==> config.mk <==
export PLATFORM = sky130hd
export DESIGN_NAME = icache_axi_rd_bridge_flat
export DESIGN_NICKNAME = d
export VERILOG_FILES = /design/src/rtl/icache_axi_rd_bridge_if.sv /design/src/rtl/icache_axi_rd_bridge.sv /design/src/flat_wrapper.sv
export SDC_FILE = /design/constraint.sdc
export NUM_CORES = 1
export LEC_CHECK = 0
export ABC_CLOCK_PERIOD_IN_PS = 1600
export CORE_MARGIN = 4
export CORE_UTILIZATION = 37
export DETAILED_ROUTE_END_ITERATION = 10
export GPL_ROUTABILITY_DRIVEN = 0
export PLACE_DENSITY = 0.91
export SETUP_SLACK_MARGIN = 0.3
export SKIP_CTS_REPAIR_TIMING = 1
export SLEW_MARGIN = 40
export SYNTH_ARGS = -nofsm -noshare
export SYNTH_HDL_FRONTEND = slang
export SYNTH_SLANG_ARGS = --single-unit
==> constraint.sdc <==
create_clock -name clock -period 1.6 [get_ports clock]
set_input_delay 0.24 -clock clock [delete_from_list [all_inputs] [get_ports clock]]
set_output_delay 0.24 -clock clock [all_outputs]
set_load 0.02 [all_outputs]
==> src/rtl/icache_axi_rd_bridge_if.sv <==
// AXI4 read-address and read-data channels between the I-cache refill bridge and the interconnect.
// Master modport belongs to the bridge; slave modport belongs to the interconnect or a bus model.
interface icache_axi_rd_bridge_if;
    logic        arvalid;
    logic        arready;
    logic [31:0] araddr;
    logic [3:0]  arid;
    logic [7:0]  arlen;
    logic [2:0]  arsize;
    logic [1:0]  arburst;

    logic        rvalid;
    logic        rready;
    logic [63:0] rdata;
    logic [1:0]  rresp;
    logic        rlast;
    logic [3:0]  rid;

    modport master (
        output arvalid, araddr, arid, arlen, arsize, arburst, rready,
        input  arready, rvalid, rdata, rresp, rlast, rid
    );

    modport slave (
        input  arvalid, araddr, arid, arlen, arsize, arburst, rready,
        output arready, rvalid, rdata, rresp, rlast, rid
    );
endinterface

==> src/rtl/icache_axi_rd_bridge.sv <==
// Turns single-cycle I-cache line refill requests into one AXI4 INCR read burst each.
// Optional R-channel checking (sticky err) is enabled by defining ICACHE_AXI_RCHK_EN.
module icache_axi_rd_bridge #(
    parameter logic [3:0]  AXI_ID = 4'd0,
    parameter int unsigned BEATS  = 2
) (
    input  logic                          clock,
    input  logic                          reset,
    input  logic                          rd_req,
    input  logic [31:0]                   rd_addr,
    output logic                          rd_rdy,
    output logic                          ret_valid,
    output logic                          ret_last,
    output logic [63:0]                   ret_data,
    icache_axi_rd_bridge_if.master        axi_io,
    output logic                          err
);

    localparam logic [3:0] LastBeat = 4'(BEATS - 1);

    typedef enum logic [1:0] {StIdle, StAr, StR} state_e;

    state_e      state_q, state_d;
    logic [31:0] addr_q, addr_d;
    logic [3:0]  cnt_q, cnt_d;
    logic        ret_valid_q, ret_valid_d;
    logic        ret_last_q, ret_last_d;
    logic [63:0] ret_data_q, ret_data_d;
    logic        beat;
    logic        last_beat;

    assign beat      = (state_q == StR) && axi_io.rvalid;
    assign last_beat = (cnt_q == LastBeat);

    always_comb begin
        state_d     = state_q;
        addr_d      = addr_q;
        cnt_d       = cnt_q;
        ret_valid_d = 1'b0;
        ret_last_d  = 1'b0;
        ret_data_d  = ret_data_q;
        unique case (state_q)
            StIdle: begin
                if (rd_req) begin
                    addr_d  = {rd_addr[31:4], 4'b0000};
                    cnt_d   = 4'd0;
                    state_d = StAr;
                end
            end
            StAr: begin
                if (axi_io.arready) begin
                    state_d = StR;
                end
            end
            StR: begin
                if (beat) begin
                    ret_valid_d = 1'b1;
                    ret_data_d  = axi_io.rdata;
                    // Line end comes from our own count; rlast is only cross-checked.
                    if (last_beat) begin
                        ret_last_d = 1'b1;
                        state_d    = StIdle;
                    end else begin
                        cnt_d = cnt_q + 4'd1;
                    end
                end
            end
            default: state_d = StIdle;
        endcase
    end

    always_ff @(posedge clock) begin
        if (reset) begin
            state_q     <= StIdle;
            addr_q      <= 32'd0;
            cnt_q       <= 4'd0;
            ret_valid_q <= 1'b0;
            ret_last_q  <= 1'b0;
            ret_data_q  <= 64'd0;
        end else begin
            state_q     <= state_d;
            addr_q      <= addr_d;
            cnt_q       <= cnt_d;
            ret_valid_q <= ret_valid_d;
            ret_last_q  <= ret_last_d;
            ret_data_q  <= ret_data_d;
        end
    end

    assign rd_rdy         = (state_q == StIdle);
    assign ret_valid      = ret_valid_q;
    assign ret_last       = ret_last_q;
    assign ret_data       = ret_data_q;

    assign axi_io.arvalid = (state_q == StAr);
    assign axi_io.araddr  = addr_q;
    assign axi_io.arid    = AXI_ID;
    assign axi_io.arlen   = 8'(BEATS - 1);
    assign axi_io.arsize  = 3'b011;
    assign axi_io.arburst = 2'b01;
    assign axi_io.rready  = (state_q == StR);

`ifdef ICACHE_AXI_RCHK_EN
    logic err_q, err_d;
    logic unused_addr;

    assign unused_addr = ^rd_addr[3:0];

    always_comb begin
        err_d = err_q;
        if (beat && ((axi_io.rresp != 2'b00) || (axi_io.rid != AXI_ID) ||
                     (axi_io.rlast != last_beat))) begin
            err_d = 1'b1;
        end
    end

    always_ff @(posedge clock) begin
        if (reset) begin
            err_q <= 1'b0;
        end else begin
            err_q <= err_d;
        end
    end

    assign err = err_q;
`else
    logic unused_rchk;

    assign unused_rchk = ^{axi_io.rresp, axi_io.rid, axi_io.rlast, rd_addr[3:0]};
    assign err         = 1'b0;
`endif

endmodule

==> src/flat_wrapper.sv <==
// flat-port wrapper written by rule: the top's interface ports become plain ports
module icache_axi_rd_bridge_flat 
#(
    parameter logic [3:0]  AXI_ID = 4'd0,
    parameter int unsigned BEATS  = 2
)
  (clock, reset, rd_req, rd_addr, rd_rdy, ret_valid, ret_last, ret_data, err, axi_io_arvalid, axi_io_araddr, axi_io_arid, axi_io_arlen, axi_io_arsize, axi_io_arburst, axi_io_rready, axi_io_arready, axi_io_rvalid, axi_io_rdata, axi_io_rresp, axi_io_rlast, axi_io_rid);
  icache_axi_rd_bridge_if axi_io_i ();
  input  logic clock;
  input  logic reset;
  input  logic rd_req;
  input  logic [31:0] rd_addr;
  output logic rd_rdy;
  output logic ret_valid;
  output logic ret_last;
  output logic [63:0] ret_data;
  output logic err;
  output wire logic [$bits(axi_io_i.arvalid)-1:0] axi_io_arvalid;
  output wire logic [$bits(axi_io_i.araddr)-1:0] axi_io_araddr;
  output wire logic [$bits(axi_io_i.arid)-1:0] axi_io_arid;
  output wire logic [$bits(axi_io_i.arlen)-1:0] axi_io_arlen;
  output wire logic [$bits(axi_io_i.arsize)-1:0] axi_io_arsize;
  output wire logic [$bits(axi_io_i.arburst)-1:0] axi_io_arburst;
  output wire logic [$bits(axi_io_i.rready)-1:0] axi_io_rready;
  input wire logic [$bits(axi_io_i.arready)-1:0] axi_io_arready;
  input wire logic [$bits(axi_io_i.rvalid)-1:0] axi_io_rvalid;
  input wire logic [$bits(axi_io_i.rdata)-1:0] axi_io_rdata;
  input wire logic [$bits(axi_io_i.rresp)-1:0] axi_io_rresp;
  input wire logic [$bits(axi_io_i.rlast)-1:0] axi_io_rlast;
  input wire logic [$bits(axi_io_i.rid)-1:0] axi_io_rid;
  assign axi_io_arvalid = axi_io_i.arvalid;
  assign axi_io_araddr = axi_io_i.araddr;
  assign axi_io_arid = axi_io_i.arid;
  assign axi_io_arlen = axi_io_i.arlen;
  assign axi_io_arsize = axi_io_i.arsize;
  assign axi_io_arburst = axi_io_i.arburst;
  assign axi_io_rready = axi_io_i.rready;
  assign axi_io_i.arready = axi_io_arready;
  assign axi_io_i.rvalid = axi_io_rvalid;
  assign axi_io_i.rdata = axi_io_rdata;
  assign axi_io_i.rresp = axi_io_rresp;
  assign axi_io_i.rlast = axi_io_rlast;
  assign axi_io_i.rid = axi_io_rid;
  icache_axi_rd_bridge #(.AXI_ID(AXI_ID), .BEATS(BEATS)) u_core (.clock(clock), .reset(reset), .rd_req(rd_req), .rd_addr(rd_addr), .rd_rdy(rd_rdy), .ret_valid(ret_valid), .ret_last(ret_last), .ret_data(ret_data), .axi_io(axi_io_i), .err(err));
endmodule
==> reports/qor.csv <==
metric;value;unit
run status;completed;
Synth Cell Area;3770;sq um
Area Overhead vs Synth;100;%
largest net degree at the start of global routing;50;
sequential fraction of the synthesis area;53.1;%
fin cells;808;
Yosys Warn Count;0;
count of state elements after synthesis;100;
Cells after DPL;772;
Post-Place Worst Slack;-0.119;ns
number of clock sinks;100;
combinational gate area;2440;sq um
CTS HTree Levels;3;
Max Fanout on Critical Path;8;
post-synthesis cell count from yosys;469;
CP endpoint kind;flop;
setup repair after global routing missed its margin;yes;
peak supply drop;0.000486;V
area of the synthesized netlist per yosys stat;3770;sq um
CTS root buf;clkbuf_8;
dominant register cell in the synthesized netlist;dfxtp_1;
most frequent cells after synthesis;186 x nand2_1, 100 x dfxtp_1, 95 x a21oi_1;
final setup violation count;0;
per-cell routed wire length;19.1;um
clock latency of the later-clocked register in the worst-skew pair;0.36;ns
static leakage;4.59;nW
total global routing overflow;0;
hold path startpoint;reset;
width of the chip;109;um
vias in the first global route;3583;
Critical path buffers and inverters;3;
TritonRoute pass-1 iters;4;
Reg-to-Reg Start;u_core.state_q[0]$_SDFFE_PP0P_;
CP startpoint kind;flop;
area fraction of the dominant cell type after synthesis;53.1;%
cell accounting for the most synthesized area;dfxtp_1;
hold path endpoint;u_core.cnt_q[3]$_SDFFE_PP0P_;
Final Hold Slack;0.307;ns
number of maximum-capacitance violations;0;
DRC violations left;0;
power density normalized to cell area;738;nW/um^2
number of OpenROAD warnings;40;
post-DR vias/cell;5.13;
most common cell in the synthesized netlist;nand2_1;
CTS tree;yes;
clock transition at the register clock pins on the worst setup and hold paths after CTS;0.09;ns
worst hold path depth;4;
max-slew violation count;0;
share of the clock period used by the worst path after layout;90.8;%
flip-flop and latch area;2020;sq um
smallest setup slack after layout;0.147;ns
critical path class;reg -> reg;
crit-path max cell delay;0.37;ns
post-synth tally of flip-flops with integrated enable;0;
number of antenna violations at the first check in global routing;0;
Worst EP required;1.89;ns
global-route wire length before repair;17100;um
ordered cell list for the critical path;buf_6 -> and3b_4 -> buf_12 -> clkbuf_16 -> nand2_4 -> a21oi_2;
placed wire-length estimate after detailed placement;8310;um
FP Util;38.2;%
## logic make-up (layout without fill, tap and decap cells)
family,count (synthesis),count (layout),synth area share [%]
flops,100,100,53.1
buf+inv,57,243,9.23
other cells,2,22,0.199
compound gates,104,104,14.4
simple gates,204,204,22.4
fa+ha+maj,2,2,0.664
## layout by cell type, fill, tap and decap left out, types with 2 or more instances in the layout
master | synthesis | layout
buf_12 | 0 | 11
nand2_2 | 0 | 16
o211ai_1 | 3 | 3
clkbuf_16 | 0 | 8
nand2_1 | 186 | 100
a21oi_1 | 95 | 7
clkdlybuf4s50_1 | 0 | 95
a21oi_2 | 0 | 88
buf_8 | 0 | 2
conb_1 | 2 | 22
clkinv_2 | 0 | 2
buf_4 | 23 | 8
or3b_4 | 0 | 2
dlymetal6s2s_1 | 0 | 95
dfxtp_4 | 0 | 4
dfxtp_1 | 100 | 96
nor3b_4 | 1 | 2
buf_6 | 4 | 5
clkbuf_8 | 0 | 11
a31oi_1 | 3 | 3
nand2_4 | 0 | 70
## registers in the layout, summed over array words and instances (netlist names)
register and cells:
u_core.axi_io.araddr 28, u_core.cnt_q 4, u_core.ret_data 64, u_core.ret_last 1, u_core.ret_valid 1, u_core.state_q 2
## per-stage QoR
| stage | TNS, ns | power (W) | area, sq um |
|---|---|---|---|
| after detailed placement | -3.88 | 0.00359 | 5780 |
| after floorplan | 0 | 0.00312 | 3850 |
| after global placement | -1.94 | 0.00356 | 5780 |
| final | 0 | 0.00556 | 7540 |
| after CTS | -0.798 | 0.00522 | 5980 |
| after global routing | 0 | 0.00578 | 7540 |
## how the worst max path moves through the flow
stage | start | to | slack (ns) | cells after the start
floorplan | u_core.cnt_q[1]$_SDFFE_PP0P_ | u_core.cnt_q[2]$_SDFFE_PP0P_ | 0.32 | 5
global placement | rd_req | u_core.axi_io.araddr[27]$_SDFFE_PP0P_ | -0.07 | 5
detailed placement | rd_req | u_core.axi_io.araddr[16]$_SDFFE_PP0P_ | -0.12 | 5
CTS | u_core.state_q[1]$_SDFFE_PP0P_ | axi_io_rready | -0.34 | 2
global route | u_core.state_q[0]$_SDFFE_PP0P_ | u_core.ret_data[22]$_SDFFE_PP0P_ | 0.10 | 6
finish | u_core.state_q[0]$_SDFFE_PP0P_ | u_core.ret_data[22]$_SDFFE_PP0P_ | 0.15 | 6
## final cells by class
cell class | count | share of cell area (%)
flip-flops and latches | 100 | 26.7
clock inverters | 4 | 0.630
repair buffers | 225 | 36.0
clock buffers | 12 | 2.06
inverters | 2 | 0.0996
well taps | 133 | 2.21
multi-input cells | 332 | 32.3
## power breakdown
group | leakage, nW | switching (W) | internal (W)
Clock | 0.102 | 0.000869 | 0.000806
Sequential | 0.814 | 0.0000697 | 0.00257
Combinational | 3.67 | 0.000642 | 0.000602
Total | 4.59 | 0.00158 | 0.00398
## routing by layer
layer | GRT usage [%] | vias up | part of all wire (%) | routed length (um)
li1 | - | 1879 | - | -
met1 | 20.2 | 2007 | 35 | 5400
met2 | 31.9 | 205 | 53 | 8200
met3 | 4.14 | 57 | 7.2 | 1120
met4 | 9.38 | 0 | 4.6 | 714
met5 | 0 | - | 0 | 0
Local utilization:
Bar = 20 um. 11 x 11 tiles, from black (low) to pale yellow (high), 0 to 100% covered.
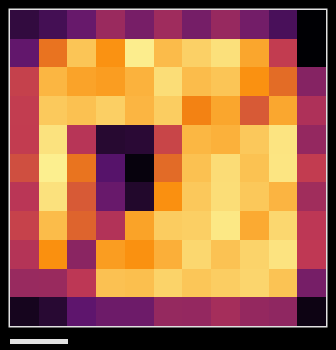
fullest tile: 96%
mean over tiles: 62%
tiles over 75% full: 50%
nearly empty tiles: 1.7%

PDN straps and rails:
Bar = 20 um. Pins as bars on the die edge.
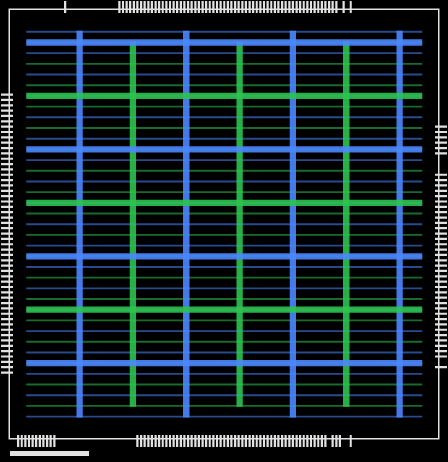
| colour | net |
|---|---|
| blue | VSS |
| green | VDD |
rows: 36
signal pins: 227
met4 straps: 7

Routing congestion:
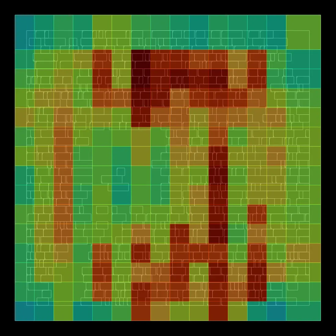
Finished Core Util: 76.4%
global-route usage over all layers: 18.1%

Cells coloured by class:
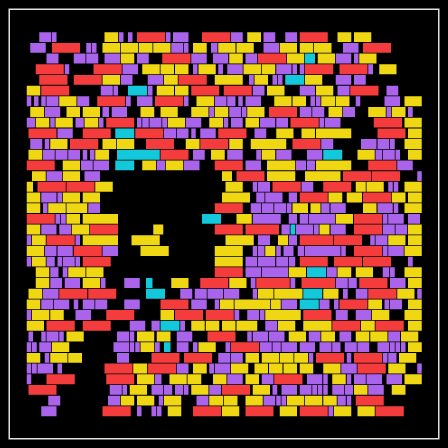
| colour | class | cells | share of their area |
|---|---|---|---|
| red | flops | 100 | 27% |
| yellow | other buffers and delay cells | 225 | 37% |
| cyan | clock drivers and dummy loads | 16 | 2.7% |
| purple | combinational and other logic | 334 | 33% |
number of rows created at floorplan: 36
flop share of the area: 26.7%
Final Cell Area: 7540 sq um
core box area: 9860 sq um

Nets reached from selected ports:
Bar = 20 um.
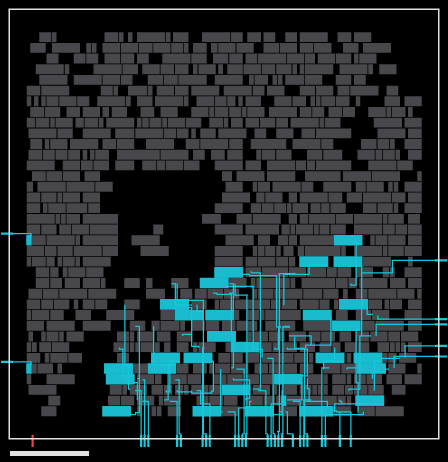
| colour | port | bits | direction | end cells | buffers |
|---|---|---|---|---|---|
| cyan | axi_io_araddr | 32 | output | 32 | 28 |
| red | axi_io_rlast | 1 | input | 0 | 0 |
number of placed I/O pins: 227
count of input and output buffers: 193

No activity file was given, so power comes from the tool's default toggle rates.
